==> images/m3.png <==
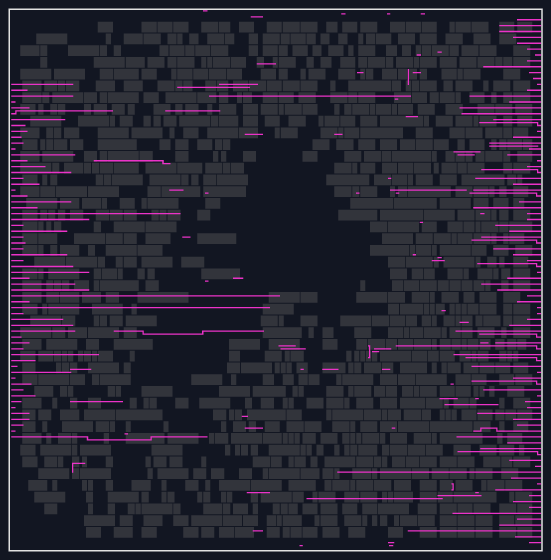
==> images/clock_wires.png <==
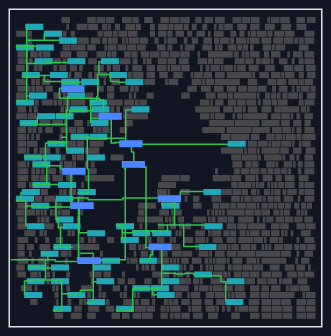
==> images/congestion_map.png <==
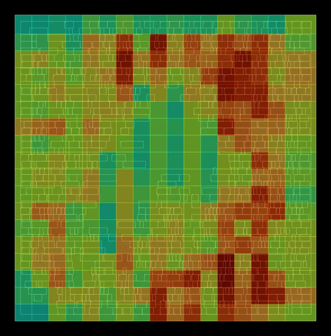
==> images/gates.png <==
The bar under the picture is 20 um long.
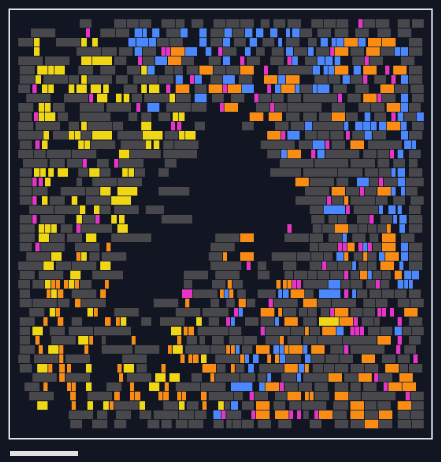
==> images/sizing.png <==
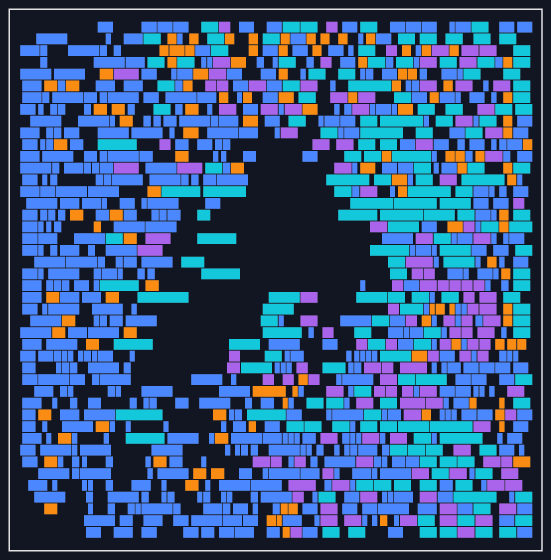
==> config.mk <==
export PLATFORM = sky130hd
export DESIGN_NAME = mem_arbiter
export DESIGN_NICKNAME = d
export VERILOG_FILES = /design/src/rtl/mem_arbiter.sv
export SDC_FILE = /design/constraint.sdc
export NUM_CORES = 1
export LEC_CHECK = 0
export ABC_AREA = 1
export ABC_CLOCK_PERIOD_IN_PS = 2300
export CAP_MARGIN = 30
export CORE_AREA = 2 2 121 123
export DETAILED_ROUTE_END_ITERATION = 8
export DIE_AREA = 0 0 123 125
export GPL_ROUTABILITY_DRIVEN = 0
export PLACE_DENSITY = 0.68
export SETUP_SLACK_MARGIN = 0.5
export SYNTH_ARGS = -nofsm -noshare
export SYNTH_HDL_FRONTEND = slang
export SYNTH_SLANG_ARGS = --single-unit
==> constraint.sdc <==
create_clock -name clk -period 2.3 [get_ports clk]
set_clock_uncertainty 0.05 [all_clocks]
set_input_delay 0.46 -clock clk [delete_from_list [all_inputs] [get_ports clk]]
set_output_delay 0.46 -clock clk [all_outputs]
set_load 0.02 [all_outputs]
==> src/rtl/mem_arbiter.sv <==
// rtl/mem_arbiter.sv - unified RAM arbiter for instruction fetch and load/store, with UART store path
//
// Shares one RAM read port and the RAM write port between the fetch unit
// (read-only) and the load/store unit (read/write with byte strobes).
// Grants are combinational. Read data returns registered one cycle after the grant.
// Region decode is on addr[31:24]:
//   LSU writes to 0x10 are sent as one byte to a UART handshake.
//   LSU writes to 0x11..0xFF go to RAM.
//   Other LSU writes are granted and dropped.
//
// Optional build macro: MEM_ARB_FAIR_EN. It adds fetch anti-starvation after
// STARVE_MAX consecutive contended LSU grants.
//
// Ports:
//   clk, rst_n                      clock, synchronous active-low reset
//   if_req/if_addr/if_gnt           fetch request, address, combinational grant
//   if_rvalid/if_rdata              registered fetch read return
//   lsu_req/lsu_we/lsu_addr/
//   lsu_wdata/lsu_gnt               LSU request (we=0 read), combinational grant
//   lsu_rvalid/lsu_rdata            registered LSU read return
//   mem_raddr/mem_waddr/mem_wdata/
//   mem_wea/mem_rdata               RAM read port, RAM write port
//   uart_valid/uart_data/uart_ready byte-wide UART handshake
module mem_arbiter #(
  parameter int STARVE_MAX = 4
) (
  input  logic        clk,
  input  logic        rst_n,
  input  logic        if_req,
  input  logic [31:0] if_addr,
  output logic        if_gnt,
  output logic        if_rvalid,
  output logic [31:0] if_rdata,
  input  logic        lsu_req,
  input  logic [3:0]  lsu_we,
  input  logic [31:0] lsu_addr,
  input  logic [31:0] lsu_wdata,
  output logic        lsu_gnt,
  output logic        lsu_rvalid,
  output logic [31:0] lsu_rdata,
  output logic [31:0] mem_raddr,
  output logic [31:0] mem_waddr,
  output logic [31:0] mem_wdata,
  output logic [3:0]  mem_wea,
  input  logic [31:0] mem_rdata,
  output logic        uart_valid,
  output logic [7:0]  uart_data,
  input  logic        uart_ready
);

  typedef enum logic {
    IDLE = 1'b0,
    UART = 1'b1
  } state_t;

  state_t     state;
  logic       can_grant;
  logic       fetch_wins;
  logic [7:0] lsu_region;
  logic       lsu_write;
  logic       lsu_read_gnt;
  logic       lsu_ram_write;
  logic       lsu_uart_write;

  // Grants are also held off while reset is asserted, so every output reads 0 in reset.
  assign can_grant  = rst_n && (state == IDLE);
  assign lsu_region = lsu_addr[31:24];
  assign lsu_write  = |lsu_we;

  // The LSU has priority unless the starvation counter hands this contention to fetch.
  assign lsu_gnt = can_grant & lsu_req & ~(if_req & fetch_wins);
  assign if_gnt  = can_grant & if_req & (~lsu_req | fetch_wins);

  assign lsu_read_gnt   = lsu_gnt & ~lsu_write;
  assign lsu_ram_write  = lsu_gnt & lsu_write & (lsu_region > 8'h10);
  assign lsu_uart_write = lsu_gnt & lsu_write & (lsu_region == 8'h10);

  assign mem_raddr = if_gnt ? if_addr : (lsu_read_gnt ? lsu_addr : 32'h0);
  assign mem_waddr = lsu_ram_write ? lsu_addr  : 32'h0;
  assign mem_wdata = lsu_ram_write ? lsu_wdata : 32'h0;
  assign mem_wea   = lsu_ram_write ? lsu_we    : 4'h0;

  // The RAM updates mem_rdata at the negedge of the grant cycle.
  // Sampling at the closing posedge therefore gives a one-cycle read return.
  always_ff @(posedge clk) begin
    if (!rst_n) begin
      state      <= IDLE;
      uart_valid <= 1'b0;
      uart_data  <= 8'h0;
      if_rvalid  <= 1'b0;
      if_rdata   <= 32'h0;
      lsu_rvalid <= 1'b0;
      lsu_rdata  <= 32'h0;
    end else begin
      if_rvalid  <= if_gnt;
      lsu_rvalid <= lsu_read_gnt;
      if (if_gnt) begin
        if_rdata <= mem_rdata;
      end
      if (lsu_read_gnt) begin
        lsu_rdata <= mem_rdata;
      end
      case (state)
        IDLE: begin
          if (lsu_uart_write) begin
            state      <= UART;
            uart_valid <= 1'b1;
            uart_data  <= lsu_wdata[7:0];
          end
        end
        UART: begin
          if (uart_ready) begin
            state      <= IDLE;
            uart_valid <= 1'b0;
          end
        end
        default: begin
          state      <= IDLE;
          uart_valid <= 1'b0;
        end
      endcase
    end
  end

`ifdef MEM_ARB_FAIR_EN
  localparam int CW = (STARVE_MAX < 1) ? 1 : $clog2(STARVE_MAX + 1);
  localparam logic [CW-1:0] STARVE_LIM = CW'(STARVE_MAX);

  logic [CW-1:0] starve_cnt;

  assign fetch_wins = (starve_cnt == STARVE_LIM);

  // Counts LSU wins while fetch is waiting. It saturates at the limit.
  // Any fetch grant clears it.
  always_ff @(posedge clk) begin
    if (!rst_n) begin
      starve_cnt <= '0;
    end else if (if_gnt) begin
      starve_cnt <= '0;
    end else if (lsu_gnt && if_req && (starve_cnt != STARVE_LIM)) begin
      starve_cnt <= starve_cnt + CW'(1);
    end
  end
`else
  // Strict LSU priority. STARVE_MAX only matters when fairness is compiled in.
  // This expression is constant 0.
  assign fetch_wins = (STARVE_MAX < 0);
`endif

endmodule

==> metrics.json <==
{
  "outcome": {"value": "finished with violations"},
  "violated_checks": {"value": "setup timing"},
  "wl_met2": {"value": 10200, "unit": "um"},
  "postPlaceCellArea": {"value": 0.00776, "unit": "mm2"},
  "netlist.top_cell.by_instances": {"value": "sky130_fd_sc_hd__nor2_1"},
  "floorplan.core_area": {"value": 0.0142, "unit": "mm2"},
  "cp_cell_sequence": {"value": "inv_2 -> nand3_4 -> a21oi_4 -> buf_6 -> nand3_4 -> buf_12 -> buf_6 -> buf_12 -> nor2_4 -> buf_6"},
  "critPathMostFrequentCell": {"value": "sky130_fd_sc_hd__buf_6"},
  "postLayoutSetupSlackWorst": {"value": -53.5, "unit": "ps"},
  "grt_max_degree": {"value": 74},
  "warnings": {"value": 29},
  "syn_area_per_cell": {"value": 6.26, "unit": "um2"},
  "startpoint_type": {"value": "register"},
  "p_per_area": {"value": 413, "unit": "mW/mm2"},
  "numSynthFlops": {"value": 76},
  "timing.final.setup_violations": {"value": 39},
  "routed_via_density": {"value": 4.60},
  "synth-area-yosys": {"value": 0.00370, "unit": "mm2"},
  "post-layout-total-power": {"value": 4.00, "unit": "mW"},
  "tritoncts_num_sinks": {"value": 76},
  "clock-root-buffer": {"value": "sky130_fd_sc_hd__clkbuf_16"},
  "combGateArea": {"value": 0.00262, "unit": "mm2"},
  "taps": {"value": 184}
}
About m3.png:
- main direction: horizontal
- nets with wire on the layer: 189
- share of all routed wire: 8.9%

About clock_wires.png:
- blue: clock-net drivers (count 9)
- cyan: flip-flops (count 76)
- green: clock wires (length 1040 um)
- routed clock nets: 10

About congestion_map.png:
drt wl/cell: 17.3 um
fraction of the core area covered by cells at the end of the flow: 68.1%
met1 track demand over resource: 26.5%
met3 demand-to-capacity share in global routing: 7.71%
global routing met2 resource utilization: 42.1%

About gates.png:
- magenta: inv cells (cells 90; where widely spread)
- blue: nand cells (cells 129)
- yellow: aoi and oai cells (cells 101)
- orange: nor cells (cells 157; where widely spread)

About sizing.png:
- cyan: x6 and larger (cells 167; share 17%)
- purple: x3 and x4 (cells 131; share 13%)
- orange: x2 (cells 118; share 12%)
- blue: x1 and smaller (cells 567; share 58%)

state kept, by name, summed over array words and instances, names as in the netlist:
signal / cells
lsu_rdata: 32
uart_data: 8
if_rdata: 32
lsu_rvalid: 1
state: 1
uart_valid: 1
if_rvalid: 1
cells by family after synthesis:
group / synth area share [%]
buffers and inverters: 13.8
AND-OR/OR-AND: 14.0
AND/OR/NAND/NOR: 31.1
flip-flops: 41.1
stage by stage:
stage / cells / TNS, ps
floorplan: 591 / 0
global placement: 1087 / -60590
detailed placement: 1087 / -60790
CTS: 1151 / -76.7
global route: 1168 / -4340
finish: 1168 / -841
what timing repair did:
item                                    in CTS  in global routing
resized                                    731                174
endpoints found under the setup margin     180                160
endpoints found under the hold margin        0                  0
setup buffers                               34                 13
cloned                                      14                  3
pin swaps                                    9                 64
Power figures rest on the tool's default switching activity, not on a simulated workload.
